==> config.mk <==
export PLATFORM = sky130hd
export DESIGN_NAME = dac_chan_sched
export DESIGN_NICKNAME = d
export VERILOG_FILES = /design/src/rtl/dac_chan_sched.sv
export SDC_FILE = /design/constraint.sdc
export NUM_CORES = 1
export LEC_CHECK = 0
export CORE_MARGIN = 3
export CORE_UTILIZATION = 49
export DETAILED_ROUTE_END_ITERATION = 8
export GPL_TIMING_DRIVEN = 1
export HOLD_SLACK_MARGIN = 0.12
export PLACE_DENSITY = 0.91
export SYNTH_ARGS = -nofsm -noshare
export SYNTH_HDL_FRONTEND = slang
export SYNTH_SLANG_ARGS = --single-unit
==> constraint.sdc <==
create_clock -name clk -period 1.9 [get_ports clk]
set_input_delay 0.57 -clock clk [delete_from_list [all_inputs] [get_ports clk]]
set_output_delay 0.57 -clock clk [all_outputs]
set_load 0.005 [all_outputs]
==> src/rtl/dac_chan_sched.sv <==
// dac_chan_sched: per-channel sample hold slots granted round-robin to the DAC serializer,
// with a GAP_CYC idle gap after each frame. Define DAC_CHADDR_EN to put the channel index in dac_din[15:14].
module dac_chan_sched #(
    parameter int NCH     = 4,
    parameter int DW      = 16,
    parameter int GAP_CYC = 8
) (
    input  logic              clk,
    input  logic              rst_n,
    input  logic [NCH-1:0]    ch_vld,
    input  logic [NCH*DW-1:0] ch_data,
    output logic [NCH-1:0]    ch_rdy,
    output logic [15:0]       dac_din,
    output logic              dac_din_vld,
    input  logic              dac_rdy,
    output logic              busy,
    output logic              done,
    output logic [1:0]        done_ch
);
    localparam int GW = $clog2(GAP_CYC + 2);

    typedef enum logic [1:0] {IDLE, BUSY, GAP} state_t;

    state_t         state, state_nx;
    logic [DW-1:0]  hold [NCH];
    logic [NCH-1:0] pend;
    logic [1:0]     last, cur, g, idx;
    logic [GW-1:0]  gap_cnt;
    logic           issue, fin;

    // Scan from farthest to nearest so the first pending channel after last wins.
    always_comb begin
        g   = last;
        idx = last;
        for (int k = NCH; k >= 1; k--) begin
            idx = 2'((int'(last) + k) % NCH);
            if (pend[idx]) g = idx;
        end
    end

    assign issue  = (state == IDLE) && (|pend) && dac_rdy;
    assign fin    = (state == BUSY) && !dac_din_vld && dac_rdy;
    assign ch_rdy = ~pend;
    assign busy   = (state != IDLE);

    always_comb begin
        state_nx = state;
        case (state)
            IDLE:    if (issue) state_nx = BUSY;
            BUSY:    if (fin) state_nx = (GAP_CYC == 0) ? IDLE : GAP;
            GAP:     if (gap_cnt == GW'(1)) state_nx = IDLE;
            default: state_nx = IDLE;
        endcase
    end

    always_ff @(posedge clk or negedge rst_n) begin
        if (!rst_n) state <= IDLE;
        else        state <= state_nx;
    end

    always_ff @(posedge clk) begin
        for (int i = 0; i < NCH; i++)
            if (ch_vld[i] && !pend[i]) hold[i] <= ch_data[DW*i +: DW];
    end

    always_ff @(posedge clk or negedge rst_n) begin
        if (!rst_n) begin
            pend        <= '0;
            last        <= 2'(NCH - 1);
            cur         <= '0;
            gap_cnt     <= '0;
            dac_din     <= '0;
            dac_din_vld <= 1'b0;
            done        <= 1'b0;
            done_ch     <= '0;
        end else begin
            dac_din_vld <= issue;
            done        <= fin;
            for (int i = 0; i < NCH; i++)
                if (ch_vld[i] && !pend[i]) pend[i] <= 1'b1;
            if (issue) begin
                pend[g] <= 1'b0;
                last    <= g;
                cur     <= g;
`ifdef DAC_CHADDR_EN
                dac_din <= {g, hold[g][13:0]};
`else
                dac_din <= hold[g];
`endif
            end
            if (fin) begin
                done_ch <= cur;
                gap_cnt <= GW'(GAP_CYC);
            end else if (state == GAP) begin
                gap_cnt <= gap_cnt - GW'(1);
            end
        end
    end
endmodule

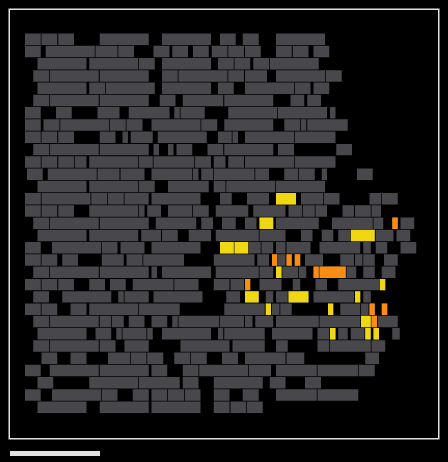
**Above:** run 1 (selected gate families).
Bar = 20 um.
[nor cells] yellow | cells: 16 | most used: nor2_1
[inv cells] orange | cells: 10 | most used: inv_1 | where: east
most frequent logic cell in the layout: clkdlybuf4s50_1
combinational share of cell area: 18.7%
post-route insts no fill: 457

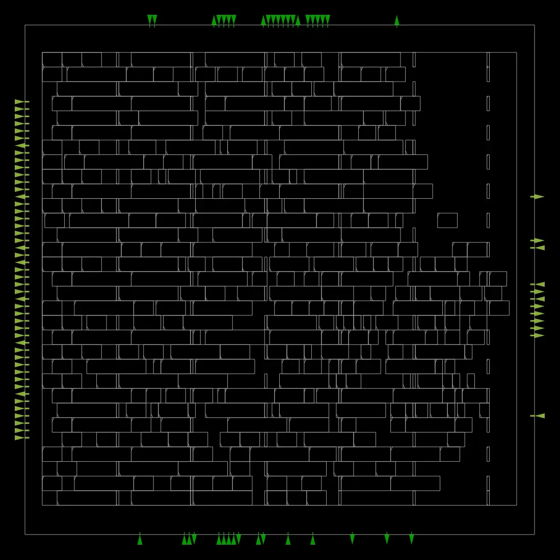
**Above:** run 1 (placement view).
final design utilization: 71.2%
flip-flops: 98
flop share of the area: 52.4%
FILL cells: 489
core area: 0.00745 mm^2

==> run summary, run 1 <==
fresh numbers from the pnr run: top cells by count=edfxtp_1, mux2i_1, dfrtp_1, Final min period=1.85 ns, post-place setup slack=-0.354 ns, Die X=94.9 um, design area=0.00531 mm^2, Comb power frac=42.4%, Placed Cells incl. Taps=434, global route overflow=0, Area Growth Syn to Fin=37.1%, Pint=5.13 mW, Worst Hold Slack=0.141 ns, maximum root-to-sink buffer count=2, Worst Path Arrival=1.28 ns, # hold bufs at CTS=0, met2 wire len=4.53 mm, diodes inserted=0, Latency at later pin=0.37 ns, TritonRoute pass-1 iters=4, Worst Skew=0.0145 ns, final-report max-slew violation count=0, power share of the clock group=17.5%, sequential share of power=40.0%, biggest area consumer among synthesized cells=edfxtp_1, Critical-path top delay cell=clkdlybuf4s50_1, CTS buffer count=9, CP Cell Sequence=clkdlybuf4s50_1, Area leader share=49.7%, Log Warnings=27, met1 WL=3.33 mm, status=completed, met2 Resource Use GR=35.9%, Row Count=31, antenna-violating nets left=0, vias per cell=5.32, Layout Nets=426, initial antenna violation count=0, Final Hold Vio Count=0, Critical Path Max Stage Delay=0.51 ns, Mapped Area=0.00387 mm^2, Worst Tran Pin Value=0.474 ns, WP data required=1.33 ns, RSZ-0062 raised after global routing=no, GPL Wtd Cong=0.826, fmax=541 MHz, largest net degree at the start of global routing=25, GR peak layer=met2, # DRC=0, Power Density=1450 mW/mm^2, Critical path buffers and inverters=1, vias in the first global route=2706
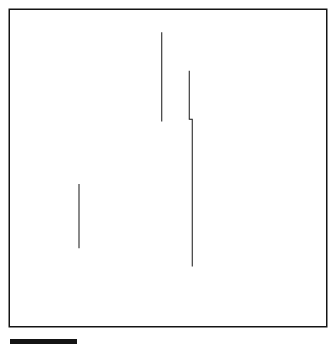
**Above:** run 1 (the metal 4 layer).
Bar = 20 um.
share of all routed wire: 1.2%
longest straight run: 44.1 um
main direction: vertical
wire length on this layer: 105 um
total routed wirelength: 8.56 mm
routed vias: 2430

run 1: layout make-up:
cell class	instances	area [um^2]
inverters	10	50.0
multi-input cells	115	995
clock buffers	9	124
repair buffers	119	1160
fillers	489	2140
well taps	99	124
clock inverters	7	75.1
flip-flops and latches	98	2780
run 1: logic make-up after synthesis:
| kind of cell | synth area share, % |
|---|---|
| and+or+nand+nor | 5.66 |
| AOI/OAI and AO/OA | 8.57 |
| muxes | 9.12 |
| buffers and inverters | 3.62 |
| adders and majority gates | 0.647 |
| DFF | 71.7 |
| xor gates and xnor gates | 0.679 |
run 1: timing repair:
action | CTS | global route
gates resized | 8 | 4
buffers inserted | 5 | 2
endpoints found under the setup margin | 10 | 11
run 1: final timing paths:
check / startpoint / end / slack, ns / cells past startpoint
setup / recovery: dac_din[1]$_DFFE_PN0P_ / dac_din[1] / 0.05 / 1
min in group clk: dac_din[11]$_DFFE_PN0P_ / dac_din[11]$_DFFE_PN0P_ / 0.51 / 2
setup reg to reg: last[1]$_DFFE_PN1P_ / dac_din[10]$_DFFE_PN0P_ / 0.10 / 6
max in group asynchronous: rst_n / dac_din[9]$_DFFE_PN0P_ / 1.17 / 2
hold reg to reg: dac_din[11]$_DFFE_PN0P_ / dac_din[11]$_DFFE_PN0P_ / 0.51 / 2
hold / removal: rst_n / gap_cnt[3]$_DFFE_PN0P_ / 0.14 / 1
run 1: state kept, by name, summed over array words and instances, names as in the netlist:
name,cells
done_ch,2
pend,4
state,2
done,1
hold,64
gap_cnt,4
dac_din_vld,1
dac_din,16
last,2
cur,2
run 1: layout by cell type (no fill, tap or decap), types with 2 or more instances in the layout:
| master | n |
|---|---|
| nor2_1 | 8 |
| a21oi_1 | 6 |
| clkbuf_8 | 9 |
| xnor2_1 | 3 |
| edfxtp_1 | 64 |
| mux2i_2 | 2 |
| nor2b_2 | 4 |
| nand2_1 | 16 |
| dfrtp_2 | 2 |
| clkinvlp_4 | 3 |
| buf_4 | 21 |
| o221ai_1 | 6 |
| o221ai_2 | 10 |
| o22a_1 | 4 |
| o21a_1 | 2 |
| mux2_2 | 2 |
| dfrtp_1 | 30 |
| buf_12 | 3 |
| dfstp_2 | 2 |
| mux2i_1 | 31 |
| clkdlybuf4s50_1 | 88 |
| dlygate4sd2_1 | 5 |
| o21ai_1 | 2 |
| inv_1 | 7 |
| inv_6 | 2 |
| ha_1 | 2 |
run 1: through the flow:
| stage | setup TNS (ns) | total power [mW] |
|---|---|---|
| 6_report | 0 | 7.70 |
| 5_1_grt | 0 | 8.13 |
| 4_1_cts | 0 | 7.71 |
| 3_5_place_dp | -8.50 | 6.32 |
| 3_3_place_gp | -7.69 | 6.18 |
| 2_1_floorplan | 0 | 5.11 |
run 1: power groups by stage:
stage | Clock [mW] | Combinational (mW) | Sequential [mW]
2_1_floorplan | 0 | 2.02 | 3.09
3_3_place_gp | 0 | 3.07 | 3.12
3_5_place_dp | 0 | 3.18 | 3.14
4_1_cts | 1.36 | 3.27 | 3.08
5_1_grt | 1.46 | 3.54 | 3.13
6_report | 1.35 | 3.27 | 3.08
--- run 2 (diff from run 1) ---
Settings changed: CORE_UTILIZATION 49 to 44, PLACE_DENSITY 0.91 to 0.86.
Clock period 1.9 ns to 1.6 ns, I/O delays scaled along.
==> run summary, run 2 <==
fresh numbers from the pnr run: status=finished, violations left, failing checks=setup timing, most common logic cells in the final layout=clkdlybuf4s50_1, edfxtp_1, dfrtp_1, Worst Hold Slack=0.497 ns, r2r setup slk=-0.22 ns, Final min period=1.82 ns, fmax=548 MHz, Power Density=1810 mW/mm^2, Worst R2R Start=last[0]$_DFFE_PN1P_, global route overflow=0, FILL cells=576, core area=0.00838 mm^2, worst setup margin=-0.224 ns, RSZ-0062 raised after global routing=yes, total routed wirelength=9.31 mm, Top reg by flops=hold, Layout Nets=451, crit path capture=dac_din[7]$_DFFE_PN0P_, Critical-path top delay cell=dfstp_2, setup_tns=-3.67 ns, antenna-violating nets left=0, Log Warnings=30, WP data required=1.81 ns, biggest regs=hold (64), dac_din (16), # DRC=0, logic area=0.00118 mm^2, Worst Skew=0.0151 ns, diodes inserted=0, CP Cell Sequence=a22oi_1 -> o21ai_4 -> buf_12 -> mux2i_2 -> o221ai_1, path depth of the worst reg2reg path=5, CTS buffer count=9, Area Growth Syn to Fin=46.4%, design area=0.00567 mm^2, vias per cell=5.15, most frequent logic cell in the layout=clkdlybuf4s50_1, Area leader share=49.7%, Setup violations, final=25, Worst Tran Pin Value=0.414 ns, Final Hold Vio Count=0, vias in the first global route=2693, hold path cells=2, GPL Wtd Cong=0.886, final-report max-slew violation count=0, top cells by count=edfxtp_1, mux2i_1, dfrtp_1
## run 2: cell counts after synthesis
No cell type changed its count.
## run 2: kinds of logic (layout without fill, tap and decap cells)
logic type / after synthesis / after routing / synth area share [%]
AND/OR/NAND/NOR: 40 / 45 / 5.66
flip-flops: 98 / 98 / 71.7
AND-OR/OR-AND: 35 / 35 / 8.57
buffers and inverters: 19 / 164 / 3.62
multiplexers: 35 / 35 / 9.12
XOR/XNOR: 3 / 3 / 0.679
adder cells (fa/ha/maj): 2 / 2 / 0.647
## run 2: through the flow
step | power, mW | worst slack, ns
floorplan | 6.15 | -0.0737
global placement | 7.60 | -0.517
detailed placement | 7.74 | -0.541
CTS | 9.75 | -0.147
global route | 10.8 | -0.300
finish | 10.2 | -0.224
## run 2: final cells by class
cell class,count,share of cell area (%)
flip-flops and latches,98,49.0
well taps,105,2.32
inverters,10,1.04
clock inverters,6,1.04
clock buffers,9,2.19
repair buffers,139,23.6
multi-input cells,120,20.8
## run 2: what timing repair did
item	4_1_cts	5_1_grt
gates cloned	5	1
gates resized	70	26
setup endpoints to repair	49	27
setup buffers	12	3
pin swaps	5	3
hold buffers	1	0
hold endpoints to repair	13	0
## run 2: layer usage
layer  global-route usage (%)  part of all wire (%)
met1                     24.2                    40
met2                     31.3                    53
met3                     4.03                   6.0
met4                     6.93                   1.1
met5                        0                     0
## run 2: where the power goes
group / switching, mW / internal [mW] / total (mW)
clock network: 0.808 / 0.705 / 1.51
logic: 2.38 / 2.70 / 5.08
registers: 0.329 / 3.33 / 3.66
## run 2: critical path: cells and delay by family, from the launching register on
| family | cells | cell delay (ns) |
|---|---|---|
| flip-flops | 1 | 0.63 |
| buffers and inverters | 1 | 0.19 |
| AND-OR/OR-AND | 3 | 0.60 |
| multiplexers | 1 | 0.26 |
## run 2: worst min-delay path by stage
stage	start	to	slack (ns)
floorplan	rst_n	cur[0]$_DFFE_PN0P_	0.18
global placement	rst_n	state[1]$_DFFE_PN0P_	0.43
detailed placement	rst_n	state[0]$_DFFE_PN0P_	0.43
CTS	dac_din[8]$_DFFE_PN0P_	dac_din[8]$_DFFE_PN0P_	0.50
global route	dac_din[6]$_DFFE_PN0P_	dac_din[6]$_DFFE_PN0P_	0.51
finish	dac_din[1]$_DFFE_PN0P_	dac_din[1]$_DFFE_PN0P_	0.50
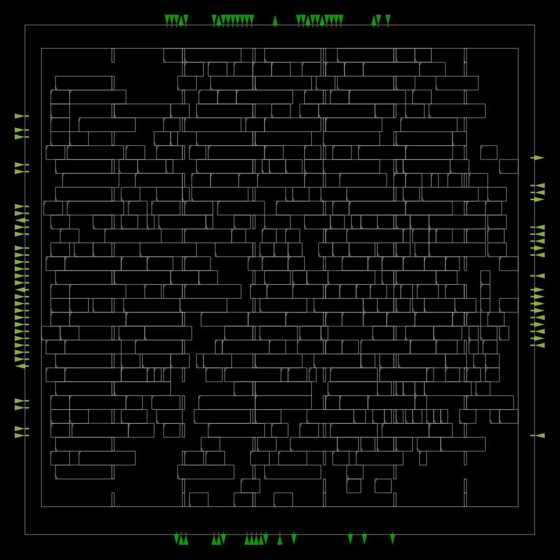
**Above:** run 2 (placement view).
tapcell count: 105
final design utilization: 67.6%

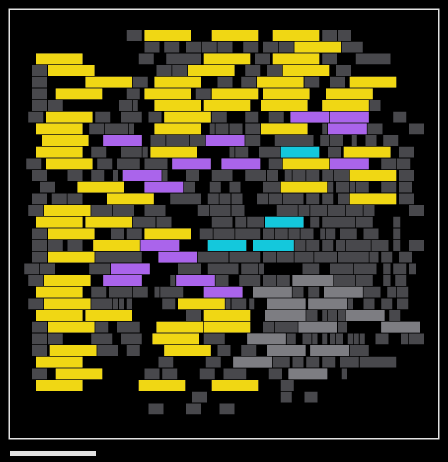
**Above:** run 2 (register map, names as in the netlist).
Bar = 20 um. Other sequential cells in the stronger gray, the rest of the logic in the fainter gray.
[pend] cyan | placed flops: 4
[dac_din] purple | placed flops: 16
[hold] yellow | placed flops: 64
Seq power: 3.66 mW
flop share of the area: 49.0%
Sequential Area: 0.00278 mm^2

No activity file was given, so power comes from the tool's default toggle rates.
